[config.mk]
export PLATFORM = sky130hd
export DESIGN_NAME = cla_result_fifo
export DESIGN_NICKNAME = d
export VERILOG_FILES = /design/src/rtl/cla_result_fifo_pkg.sv /design/src/rtl/cla_result_fifo_mem.sv /design/src/rtl/cla_result_fifo.sv
export SDC_FILE = /design/constraint.sdc
export NUM_CORES = 1
export LEC_CHECK = 0
export ABC_AREA = 1
export CORE_MARGIN = 5
export CORE_UTILIZATION = 40
export CTS_BUF_LIST = sky130_fd_sc_hd__clkbuf_4
export CTS_CLUSTER_DIAMETER = 50
export DETAILED_ROUTE_END_ITERATION = 8
export SLEW_MARGIN = 25
export SYNTH_ARGS = -nofsm -noshare
export SYNTH_HDL_FRONTEND = slang
export SYNTH_SLANG_ARGS = --single-unit
[constraint.sdc]
create_clock -name clk -period 2.9 [get_ports clk]
set_clock_uncertainty 0.1 [all_clocks]
set_input_delay 0.435 -clock clk [delete_from_list [all_inputs] [get_ports clk]]
set_output_delay 0.435 -clock clk [all_outputs]
set_load 0.01 [all_outputs]
[src/rtl/cla_result_fifo_pkg.sv]
// Shared constants for the carry-look-ahead result FIFO.
// Optional feature macro: CLA_RESULT_PARITY_EN (adds a stored parity bit per entry).
package cla_result_fifo_pkg;

  // Defaults matching the adder instance this FIFO sits behind.
  localparam int unsigned CLA_WIDTH  = 7;
  localparam int unsigned CLA_DEPTH  = 4;
  localparam int unsigned CLA_DROP_W = 8;

`ifdef CLA_RESULT_PARITY_EN
  localparam int unsigned PARITY_BITS = 1;
`else
  localparam int unsigned PARITY_BITS = 0;
`endif

  // Stored entry is {parity?, carry, sum}.
  function automatic int unsigned entry_width(input int unsigned sum_w);
    return sum_w + 1 + PARITY_BITS;
  endfunction

endpackage

[src/rtl/cla_result_fifo_mem.sv]
// DEPTH x ENTRY_W register array for cla_result_fifo.
// Ports: clk_i; write port wr_en_i/wr_addr_i/wr_data_i; combinational read rd_addr_i -> rd_data_o.
// Power pins vccd1/vssd1 present only when GL_TEST is defined.
// Contents are intentionally not reset.
module cla_result_fifo_mem #(
  parameter int unsigned DEPTH   = 4,
  parameter int unsigned ENTRY_W = 8,
  parameter int unsigned AW      = $clog2(DEPTH)
) (
`ifdef GL_TEST
  inout  wire               vccd1,
  inout  wire               vssd1,
`endif
  input  logic              clk_i,
  input  logic              wr_en_i,
  input  logic [AW-1:0]     wr_addr_i,
  input  logic [ENTRY_W-1:0] wr_data_i,
  input  logic [AW-1:0]     rd_addr_i,
  output logic [ENTRY_W-1:0] rd_data_o
);

  logic [ENTRY_W-1:0] mem_q [DEPTH];

  always_ff @(posedge clk_i) begin
    if (wr_en_i) begin
      mem_q[wr_addr_i] <= wr_data_i;
    end
  end

  assign rd_data_o = mem_q[rd_addr_i];

endmodule

[src/rtl/cla_result_fifo.sv]
// Capture FIFO for carry-look-ahead adder results {carry, sum}.
// A slower consumer drains entries with valid/ready; results offered while full are
// counted in a saturating drop counter.
// Ports:
//   clk, rst_n (async active-low)
//   in_valid/in_sum/in_carry -> in_ready (= !full)
//   out_valid (= !empty), out_ready, out_sum/out_carry/out_parity (show-ahead, 0 when empty)
//   level (occupancy 0..DEPTH), drop_cnt (saturating)
// Optional macro: CLA_RESULT_PARITY_EN stores ^{carry,sum} per entry and drives out_parity;
// otherwise out_parity is tied 0. GL_TEST adds vccd1/vssd1 power pins.
module cla_result_fifo
  import cla_result_fifo_pkg::*;
#(
  parameter int unsigned WIDTH  = CLA_WIDTH,
  parameter int unsigned DEPTH  = CLA_DEPTH,
  parameter int unsigned DROP_W = CLA_DROP_W
) (
`ifdef GL_TEST
  inout  wire                       vccd1,
  inout  wire                       vssd1,
`endif
  input  logic                      clk,
  input  logic                      rst_n,
  input  logic                      in_valid,
  input  logic [WIDTH-1:0]          in_sum,
  input  logic                      in_carry,
  output logic                      in_ready,
  output logic                      out_valid,
  input  logic                      out_ready,
  output logic [WIDTH-1:0]          out_sum,
  output logic                      out_carry,
  output logic                      out_parity,
  output logic [$clog2(DEPTH):0]    level,
  output logic [DROP_W-1:0]         drop_cnt
);

  localparam int unsigned AW      = $clog2(DEPTH);
  localparam int unsigned PW      = AW + 1;
  localparam int unsigned ENTRY_W = entry_width(WIDTH);

  // Pointers carry an extra wrap bit so full and empty are distinguishable.
  logic [PW-1:0]      wr_ptr_q, wr_ptr_d;
  logic [PW-1:0]      rd_ptr_q, rd_ptr_d;
  logic [DROP_W-1:0]  drop_cnt_q, drop_cnt_d;

  logic               empty, full, push, pop;
  logic [ENTRY_W-1:0] wr_data, rd_data;

  assign empty = (wr_ptr_q == rd_ptr_q);
  assign full  = (wr_ptr_q[AW] != rd_ptr_q[AW]) && (wr_ptr_q[AW-1:0] == rd_ptr_q[AW-1:0]);

  assign push = in_valid & ~full;
  assign pop  = out_ready & ~empty;

`ifdef CLA_RESULT_PARITY_EN
  assign wr_data = {^{in_carry, in_sum}, in_carry, in_sum};
`else
  assign wr_data = {in_carry, in_sum};
`endif

  always_comb begin
    wr_ptr_d   = wr_ptr_q;
    rd_ptr_d   = rd_ptr_q;
    drop_cnt_d = drop_cnt_q;
    if (push) begin
      wr_ptr_d = wr_ptr_q + 1'b1;
    end
    if (pop) begin
      rd_ptr_d = rd_ptr_q + 1'b1;
    end
    // A rejected result bumps the counter, which sticks at all-ones.
    if (in_valid && full && (drop_cnt_q != {DROP_W{1'b1}})) begin
      drop_cnt_d = drop_cnt_q + 1'b1;
    end
  end

  always_ff @(posedge clk or negedge rst_n) begin
    if (!rst_n) begin
      wr_ptr_q   <= '0;
      rd_ptr_q   <= '0;
      drop_cnt_q <= '0;
    end else begin
      wr_ptr_q   <= wr_ptr_d;
      rd_ptr_q   <= rd_ptr_d;
      drop_cnt_q <= drop_cnt_d;
    end
  end

  cla_result_fifo_mem #(
    .DEPTH   (DEPTH),
    .ENTRY_W (ENTRY_W),
    .AW      (AW)
  ) u_mem (
`ifdef GL_TEST
    .vccd1     (vccd1),
    .vssd1     (vssd1),
`endif
    .clk_i     (clk),
    .wr_en_i   (push),
    .wr_addr_i (wr_ptr_q[AW-1:0]),
    .wr_data_i (wr_data),
    .rd_addr_i (rd_ptr_q[AW-1:0]),
    .rd_data_o (rd_data)
  );

  // Flags and level depend on registered pointers only.
  assign in_ready  = ~full;
  assign out_valid = ~empty;
  assign level     = wr_ptr_q - rd_ptr_q;
  assign drop_cnt  = drop_cnt_q;

  // Show-ahead head, forced to zero when nothing is stored.
  assign out_sum   = empty ? '0 : rd_data[WIDTH-1:0];
  assign out_carry = empty ? 1'b0 : rd_data[WIDTH];
`ifdef CLA_RESULT_PARITY_EN
  assign out_parity = empty ? 1'b0 : rd_data[WIDTH+1];
`else
  assign out_parity = 1'b0;
`endif

endmodule

==> images/cell_density.png <==
The die is cut into 8 by 8 equal tiles; black is low, pale yellow is high, 0 to 100% covered.
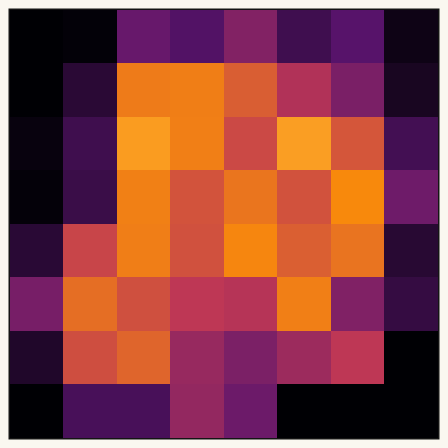
nearly empty tiles: 14%
tiles over 75% full: 3.1%
emptiest ninth of the die: top left
mean over tiles: 37%
core footprint: 5470 um2
effective utilization at floorplan: 0.411

==> images/io_fan.png <==
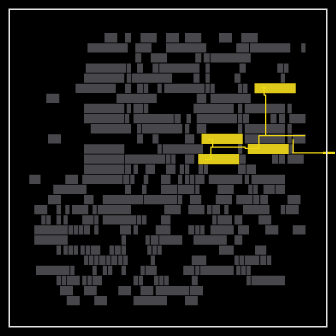
[`in_carry`] yellow | bits: 1 | direction: input | edge: right | end cells: 4 | buffers: 1 | wire: 63.8 um
# IOs: 34
IO Port Bufs: 32

==> writeup.txt <==
From left edge to right edge, the die measures 85.0 um. The tools report the portion of total power attributed to combinational logic as 0.523. With the final-report hold violation count at 0, the final-layout non-clock buffer area share is 0.138. The total leakage power was 1.21 nW; the switching share of power was 0.392.

The logs give 498 for the number of fillers in the final layout and 4 for the length of the first detailed-routing pass in iterations. The setup path with the least slack is of type reg2out. The run finished with clean final reports. Looking at the clock tree report, the H-tree level count equals 2.

In this run the clock root is driven by a clkbuf_4. The largest contributor to cell area by class is flip-flops and latches. Portion of total power attributed to sequential cells: 0.339. The timing report gives the clock slew at the launch and capture registers of the worst setup and hold paths as 0.14 ns. The count of multi-input gates is 154, and the number of CTS-inserted buffers is 5.

With the area figure in the yosys stat output at 2250 um2, the sequential share of cell area is 0.473. The flow inserted 72 tap cells. For this run, the post-layout net count is 286. With the TritonCTS sink count at 46, the top fanout value on the critical path is 11. The vertical die dimension reported for this design is 85.0 um. The sum of negative setup slack was 0 ns; the cell area after synthesis was 2250 um2. Pins over their slew limit in the final report were tallied at 0. Largest area contributor in the synthesized netlist: edfxtp_1.
==> images/layer_met3.png <==
Bar = 20 um.
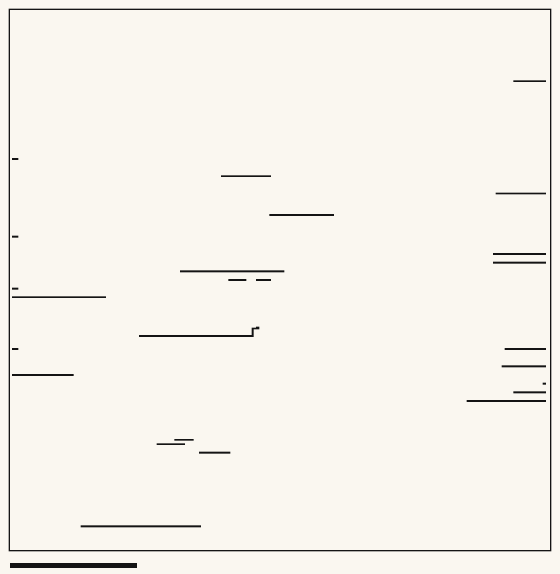
main direction: horizontal
wire length on this layer: 174 um
nets with wire on the layer: 20
met3 usage in global routing: 0.0330
WL final: 4410 um
via count: 1546

==> images/logic_types.png <==
Bar = 20 um.
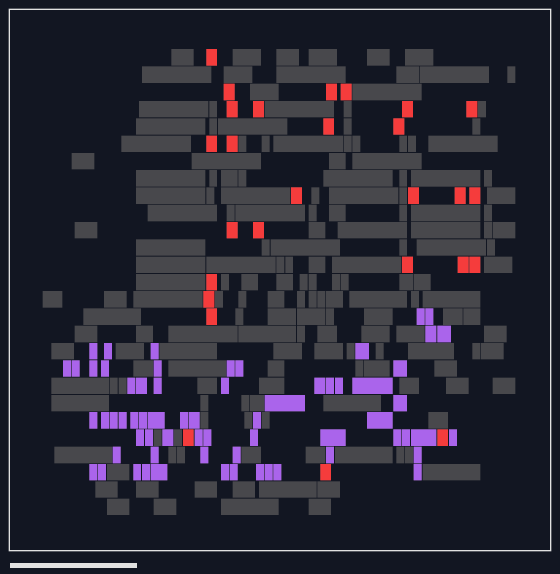
[inverting AOI/OAI gates] red | cells: 27 | most used: o21ai_1
[NAND gates] purple | cells: 65 | most used: nand2_1
logic share of the area: 0.299
Final Non-Filler Cells: 338

logic make-up (layout without fill, tap and decap cells):
logic type,after synthesis,in the layout,synth area share
AOI/OAI and AO/OA,27,27,0.0601
xor gates and xnor gates,8,8,0.0312
adders and majority gates,9,9,0.0534
buffers and inverters,25,66,0.0479
DFF,46,46,0.583
other,1,1,0.00167
and+or+nand+nor,109,109,0.223
through the flow:
step	worst slack [ns]	hold WS (ns)	area, um2	std cells
final	0.225	0.382	2770	338
after global routing	0.0885	0.417	2770	338
after CTS	0.0339	0.397	2750	338
after detailed placement	0.420	0.443	2670	330
after global placement	0.440	0.435	2670	330
after floorplan	0.761	0.0394	2250	225
path summary, 6_finish.rpt:
check,start,to,depth (start not counted),slack [ns]
hold / removal,rst_n,drop_cnt[5],1,0.38
max in group asynchronous,rst_n,drop_cnt[2],1,1.86
setup reg to reg,rd_ptr_q[1],u_mem.mem_q[0][2],8,0.83
min in group clk,drop_cnt[7],drop_cnt[7],2,0.47
hold reg to reg,drop_cnt[7],drop_cnt[7],2,0.47
setup / recovery,rd_ptr_q[1],level[2],4,0.23
Yosys cell counts, drive strengths merged:
cell type and instances:
nor2 44, xnor2 3, edfxtp 32, nand3b 2, fa 1, buf 5, a21oi 8, inv 20
xor2 5, conb 1, o21ai 19, dfrtp 14, nand3 7, ha 8, nand2 56
flip-flops by register name (all words and copies together), names as in the netlist:
| name | flops |
|---|---|
| drop_cnt | 8 |
| rd_ptr_q | 3 |
| u_mem.mem_q | 32 |
| wr_ptr_q | 3 |
repair_timing:
item / CTS / global route
gates resized: 1 / 9
setup endpoints to repair: 1 / 7
hold buffers: 0 / 0
endpoints found under the hold margin: 0 / 0
metal layers:
layer	vias to the layer above	part of all wire
li1	806	-
met5	-	0
met3	7	0.039
met4	0	0.012
met2	28	0.47
met1	705	0.48
No activity file was given, so power comes from the tool's default toggle rates.
